## src/rtl/mips_load_store_unit.sv

```systemverilog
`default_nettype none
// ============================================================================
// Module : mips_load_store_unit
// Desc   : MIPS memory-access stage; byte/half/word loads with sign/zero
//          extension, sub-word stores via read-modify-write on a word memory.
//          Define MIPS_LSU_RANGE_CHECK_EN to flag out-of-range addresses.
// Rev    : 1.0  initial release
// ============================================================================
module mips_load_store_unit #(
   parameter int DATA_WIDTH          = 32,
   parameter int ADDR_WIDTH          = 32,
   parameter int DATA_MEM_ADDR_WIDTH = 10
) (
   input  logic                           clk,
   input  logic                           rst,
   input  logic                           req_valid_i,
   output logic                           req_ready_o,
   input  logic                           req_we_i,
   input  logic [1:0]                     req_size_i,
   input  logic                           req_signed_i,
   input  logic [ADDR_WIDTH-1:0]          req_addr_i,
   input  logic [DATA_WIDTH-1:0]          req_wdata_i,
   output logic                           resp_valid_o,
   output logic [DATA_WIDTH-1:0]          resp_rdata_o,
   output logic                           resp_err_o,
   output logic                           mem_we_o,
   output logic [DATA_MEM_ADDR_WIDTH-1:0] mem_addr_o,
   output logic [DATA_WIDTH-1:0]          mem_wdata_o,
   input  logic [DATA_WIDTH-1:0]          mem_rdata_i
);

   localparam int         c_IDX_TOP   = DATA_MEM_ADDR_WIDTH + 1;
   localparam logic [1:0] c_SIZE_BYTE = 2'b00;
   localparam logic [1:0] c_SIZE_HALF = 2'b01;
   localparam logic [1:0] c_SIZE_WORD = 2'b10;
   localparam logic [1:0] c_SIZE_ILL  = 2'b11;

   typedef enum logic [1:0] {
      S_IDLE     = 2'd0,
      S_ACCESS   = 2'd1,
      S_MERGE_WR = 2'd2,
      S_RESP     = 2'd3
   } state_t;

   state_t                  state_q, state_d;
   logic                    we_q;
   logic                    signed_q;
   logic                    err_q;
   logic [1:0]              size_q;
   logic [c_IDX_TOP:0]      addr_q;
   logic [DATA_WIDTH-1:0]   wdata_q;
   logic [DATA_WIDTH-1:0]   merge_q;
   logic [DATA_WIDTH-1:0]   rdata_q;

   logic                    w_accept;
   logic                    w_misalign;
   logic                    w_range_err;
   logic                    w_bad;
   logic                    w_subword_st;
   logic [DATA_WIDTH-1:0]   w_shifted;
   logic [DATA_WIDTH-1:0]   w_load;
   logic [DATA_WIDTH-1:0]   w_merge;
   logic [3:0]              w_be;

   assign req_ready_o = (state_q == S_IDLE) && !rst;
   assign w_accept    = req_valid_i && req_ready_o;

   assign w_misalign = (req_size_i == c_SIZE_ILL)
                    || ((req_size_i == c_SIZE_HALF) && req_addr_i[0])
                    || ((req_size_i == c_SIZE_WORD) && (req_addr_i[1:0] != 2'b00));

`ifdef MIPS_LSU_RANGE_CHECK_EN
   assign w_range_err = |req_addr_i[ADDR_WIDTH-1:c_IDX_TOP+1];
`else
   // Upper address bits are dropped so the word index wraps modulo the depth.
   logic w_unused_upper;
   assign w_range_err    = 1'b0;
   assign w_unused_upper = ^req_addr_i[ADDR_WIDTH-1:c_IDX_TOP+1];
`endif

   assign w_bad        = w_misalign || w_range_err;
   assign w_subword_st = we_q && (size_q != c_SIZE_WORD);

   always_comb begin
      state_d = state_q;
      case (state_q)
         S_IDLE:     if (w_accept) state_d = w_bad ? S_RESP : S_ACCESS;
         S_ACCESS:   state_d = w_subword_st ? S_MERGE_WR : S_RESP;
         S_MERGE_WR: state_d = S_RESP;
         S_RESP:     state_d = S_IDLE;
         default:    state_d = S_IDLE;
      endcase
   end

   // Lane 0 of the shifted word is the addressed byte (little-endian lanes).
   assign w_shifted = mem_rdata_i >> {addr_q[1:0], 3'b000};

   always_comb begin
      w_load = mem_rdata_i;
      case (size_q)
         c_SIZE_BYTE: w_load = {{24{signed_q & w_shifted[7]}},  w_shifted[7:0]};
         c_SIZE_HALF: w_load = {{16{signed_q & w_shifted[15]}}, w_shifted[15:0]};
         default:     w_load = mem_rdata_i;
      endcase
   end

   for (genvar i = 0; i < 4; i++) begin : g_lane
      assign w_be[i] = (size_q == c_SIZE_BYTE) ? (addr_q[1:0] == 2'(i))
                                               : (addr_q[1] == 1'(i / 2));
      assign w_merge[8*i +: 8] = !w_be[i] ? mem_rdata_i[8*i +: 8]
                               : (size_q == c_SIZE_BYTE) ? wdata_q[7:0]
                                                         : wdata_q[8*(i%2) +: 8];
   end

   always_ff @(posedge clk or posedge rst) begin
      if (rst) begin
         state_q  <= S_IDLE;
         we_q     <= 1'b0;
         signed_q <= 1'b0;
         err_q    <= 1'b0;
         size_q   <= 2'b00;
         addr_q   <= '0;
         wdata_q  <= '0;
         merge_q  <= '0;
         rdata_q  <= '0;
      end else begin
         state_q <= state_d;
         if (w_accept) begin
            we_q     <= req_we_i;
            size_q   <= req_size_i;
            signed_q <= req_signed_i;
            addr_q   <= req_addr_i[c_IDX_TOP:0];
            wdata_q  <= req_wdata_i;
            err_q    <= w_bad;
         end
         if ((state_q == S_ACCESS) && !we_q) rdata_q <= w_load;
         if (state_q == S_ACCESS)            merge_q <= w_merge;
      end
   end

   // Write enable depends on registered state only; no path from req_* inputs.
   assign mem_we_o     = (state_q == S_MERGE_WR)
                      || ((state_q == S_ACCESS) && we_q && (size_q == c_SIZE_WORD));
   assign mem_addr_o   = addr_q[c_IDX_TOP:2];
   assign mem_wdata_o  = (state_q == S_MERGE_WR) ? merge_q
                       : (state_q == S_ACCESS)   ? wdata_q
                                                 : '0;
   assign resp_valid_o = (state_q == S_RESP);
   assign resp_err_o   = (state_q == S_RESP) && err_q;
   assign resp_rdata_o = rdata_q;

endmodule
`default_nettype wire

```

## config.mk

```make
export PLATFORM = sky130hd
export DESIGN_NAME = mips_load_store_unit
export DESIGN_NICKNAME = d
export VERILOG_FILES = /design/src/rtl/mips_load_store_unit.sv
export SDC_FILE = /design/constraint.sdc
export NUM_CORES = 1
export LEC_CHECK = 0
export CAP_MARGIN = 0
export CORE_MARGIN = 2
export CORE_UTILIZATION = 49
export CTS_BUF_LIST = sky130_fd_sc_hd__clkbuf_8
export DETAILED_ROUTE_END_ITERATION = 7
export PLACE_DENSITY = 0.92
export SLEW_MARGIN = 20
export SYNTH_ARGS = -nofsm -noshare
export SYNTH_HDL_FRONTEND = slang
export SYNTH_SLANG_ARGS = --single-unit
```

## constraint.sdc

```tcl
create_clock -name clk -period 4.82 [get_ports clk]
set_input_delay 0.964 -clock clk [delete_from_list [all_inputs] [get_ports clk]]
set_output_delay 0.964 -clock clk [all_outputs]
set_load 0.02 [all_outputs]
```

==> flow_metrics.tcl <==
# flow metrics
set metrics [dict create \
    simple_gate_share 0.0901 \
    comb-power_w 0.00318 \
    fp.dieW_um 114 \
    drive_above_1_share 0.186 \
    cp_cell_sequence "inv_1, ha_2, buf_4, nand2_1, o21ai_0, clkdlybuf4s50_1" \
    comb.multi_input.count 404 \
    final.clkbuf_count 19 \
    critical_path_required_ns 3.86 \
    cp_top_family "buffers and inverters" \
    top_cell "sky130_fd_sc_hd__dfrtp_1" \
    power_top_consumer "combinational cells" \
    fmax_ghz 0.254 \
    cts_made_buffers 17 \
    worst-endpoint-arrival_ns 2.98 \
    wirelength_met1_um 6840 \
    post_drt_via_cell_ratio 5.88 \
    maxSlewViolCount 0 \
    tap-cell-count 147 \
    signal_buffer_area_fraction 0.211 \
    final_cell_mix "sky130_fd_sc_hd__clkdlybuf4s50_1 (160), sky130_fd_sc_hd__dfrtp_1 (114), sky130_fd_sc_hd__mux2_2 (76), sky130_fd_sc_hd__nand2_1 (67), sky130_fd_sc_hd__o21ai_0 (67)" \
    tritoncts "built" \
    synth_cells 581 \
    number_of_h_tree_levels 4 \
    non_clk_invs 6 \
    critical_path.max_fanout 49 \
    combinationalPowerShare 0.529 \
    global_route_wire_length_before_repair_um 27200 \
    top_comb_family_area "multiplexers" \
    yosys-stat-area_mm2 0.00593 \
    die-height_um 114 \
    reg2reg_from "state_q[1]" \
    area.share.combinational 0.350 \
    clockBufferDepth 2 \
    worst-r2r-cell-count 6 \
    met2WireLength_um 8350 \
    timing_hold_violations_final 0 \
    largest_net_degree_at_the_start_of_global_routing 69 \
    netSwitchingFraction 0.425 \
    synth_flop_count 115 \
    largest_area_cell "sky130_fd_sc_hd__dfrtp_1" \
    synth.cellmix.adderShare 0.0106 \
    crit_path_max_incr_delay_ns 0.66 \
    dp_worst_setup_slack_ns 1.43 \
    run_status "finished, final reports clean" \
    post-layout-total-power_w 0.00600 \
    place_hpwl_um 12300 \
    crit_buf_inv 3 \
    gr-max-usage-layer "met2" \
    lay_top_count "sky130_fd_sc_hd__clkdlybuf4s50_1" \
    p_leak_nw 3.28 \
    synth.avg_cell_area_um2 10.2 \
    global_route.overflow_total 0 \
    final_design_area_no_fill_mm2 0.00790 \
    critical-path-slowest-cell "sky130_fd_sc_hd__clkdlybuf4s50_1" \
    clk-power_w 0.000873 \
    drt-initial-drc-count 545 \
    stage_log_warning_count 50 \
    post_cts_resized 0 \
    synth.net_count 689 \
    drv_cap 0 \
    place_congestion 0.955 \
    final.min_clock_period_ns 3.94 \
    clock_insertion_delay_at_the_later_pin_of_the_skew_report_ns 0.44 \
    holdCritPathClass "flip-flop to flip-flop" \
    initCoreUtil 0.498 \
    layout.sequential_cells 115 \
    n_antenna_cell 0 \
    synth-cells-yosys 581 \
    min_path_cells 2 \
    groute.usage.overall 0.272 \
    critical_path.reg2reg.endpoint "resp_rdata_o[31]" \
    worst_ir_drop_on_vdd_v 0.000373 \
    hold-worst-slack_ns 0.496 \
    crit_path_start "state_q[1]" \
    hold_path.startpoint "err_q" \
    clk_share 0.0482 \
    cp-end-kind "primary output" \
    layout.cells.non_filler 869 \
    drc 0 \
    nonClockBufferCount 165 \
    xor_share 0 \
    synthesis.yosys.warnings 0 \
    drt-pass1-iter-count 7 \
    mux_share 0.190 \
    cts_hold_repair.buffers 0 \
    final_net_count 817 \
    portBuffers 160 \
    worst_case_register_to_register_setup_slack_ns 2.23 \
    biggestCellCategory "sequential cells" \
    synth_compound_gate_area_share 0.173 \
    fin_setup_tns_ns 0 \
    area_share_top_type 0.486 \
    layout_worst_path_cycle_share 0.818 \
    top_cells_by_area "sky130_fd_sc_hd__dfrtp_1 (49%), sky130_fd_sc_hd__mux2_2 (14%), sky130_fd_sc_hd__o21ai_0 (5.7%)" \
    timing.setup.critical_path_class "flip-flop to primary output" \
    synth_unique_cells 42 \
    layout-area-overhead-vs-synth_pct 33.2 \
    route.detailed.wl_per_inst_um 20.0 \
    synth-edff-count 0 \
    rsz_0062_raised_after_global_routing "false" \
    antenna_found_initial 0 \
    highest_metal_layer_used_by_the_detailed_router "met4" \
    switchingPower_w 0.00255 \
    finClkSkew_ns 0.00932 \
    synthArstFlopShare 1.00 \
    worst-slew-pin-transition_ns 0.955 \
    vias_in_the_first_global_route 5202 \
    pwr-share-seq 0.326 \
    top_level_ports 181 \
    worst_setup_path_start_kind "flip-flop" \
    ctsRootBufferMaster "sky130_fd_sc_hd__clkbuf_8" \
    timing.final.ws_setup_ns 0.879 \
    min_to "err_q" \
    post_synth_most_frequent_cells "sky130_fd_sc_hd__dfrtp_1 (115), sky130_fd_sc_hd__mux2_2 (76), sky130_fd_sc_hd__nand2_1 (67), sky130_fd_sc_hd__o21ai_0 (67), sky130_fd_sc_hd__a21oi_1 (51)" \
    crit_path_end "mem_wdata_o[1]" \
    area_used_by_multi_input_combinational_logic_mm2 0.00276 \
]
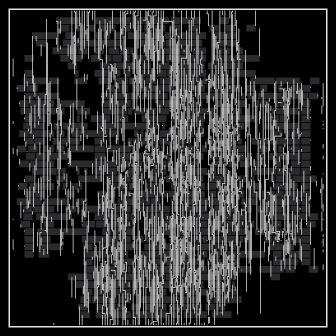
Fig. 1. Signal wires on met2.
nets with wire on the layer: 711
wire length on this layer: 8350 µm
longest straight run: 76.2 µm
DR vias: 5106
GR met2 Demand/Resource: 0.438
final wirelength: 17400 µm

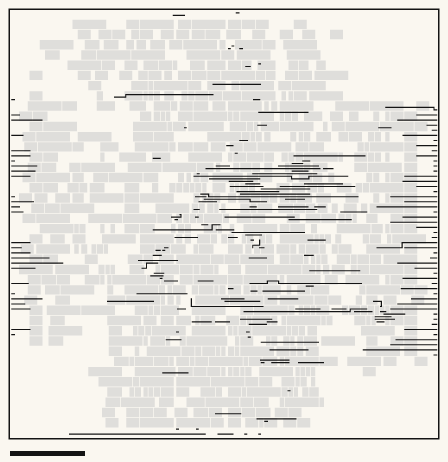
Fig. 2. M3 wires.
The bar under the picture is 20 µm long.
share of all routed wire: 7.7%
nets with wire on the layer: 151
main direction: horizontal
wire length on this layer: 1330 µm
met3 demand-to-capacity share in global routing: 0.0622

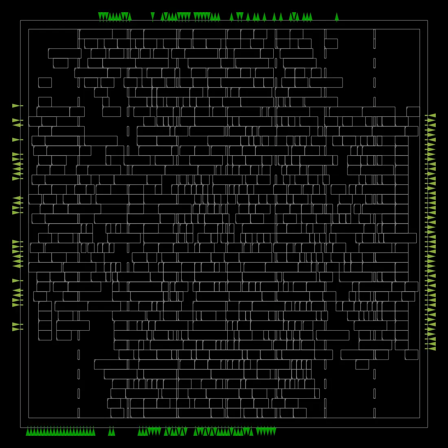
Fig. 3. Placement view.
filler cell count: 896
area of the core: 0.0119 mm²

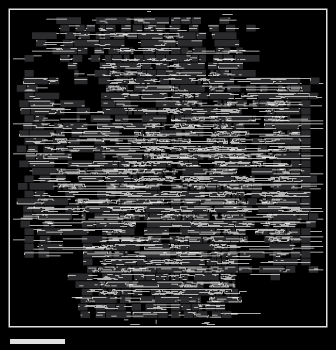
Fig. 4. Metal 1.
The bar under the picture is 20 µm long.
longest straight run: 43.2 µm
nets with wire on the layer: 706
main direction: horizontal
share of all routed wire: 39%
wire length on this layer: 6840 µm
routing usage on met1: 0.344

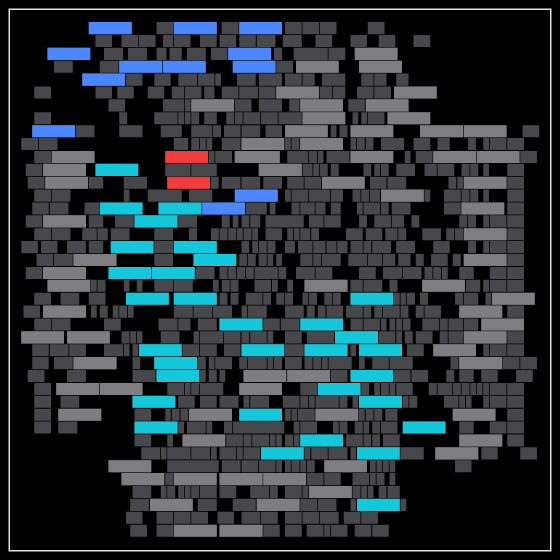
Fig. 5. Sequential cells grouped by signal name.
Other sequential cells in the stronger gray, the rest of the logic in the fainter gray.
[blue] addr_q | placed flops: 12
[cyan] merge_q | placed flops: 32
[red] state_q | placed flops: 2
not colored: 69
sequential portion of the cell area: 0.365
power in sequential cells: 0.00195 W
area occupied by registers: 0.00288 mm²
share of the core filled with cells: 0.663

Power figures rest on the tool's default switching activity, not on a simulated workload.
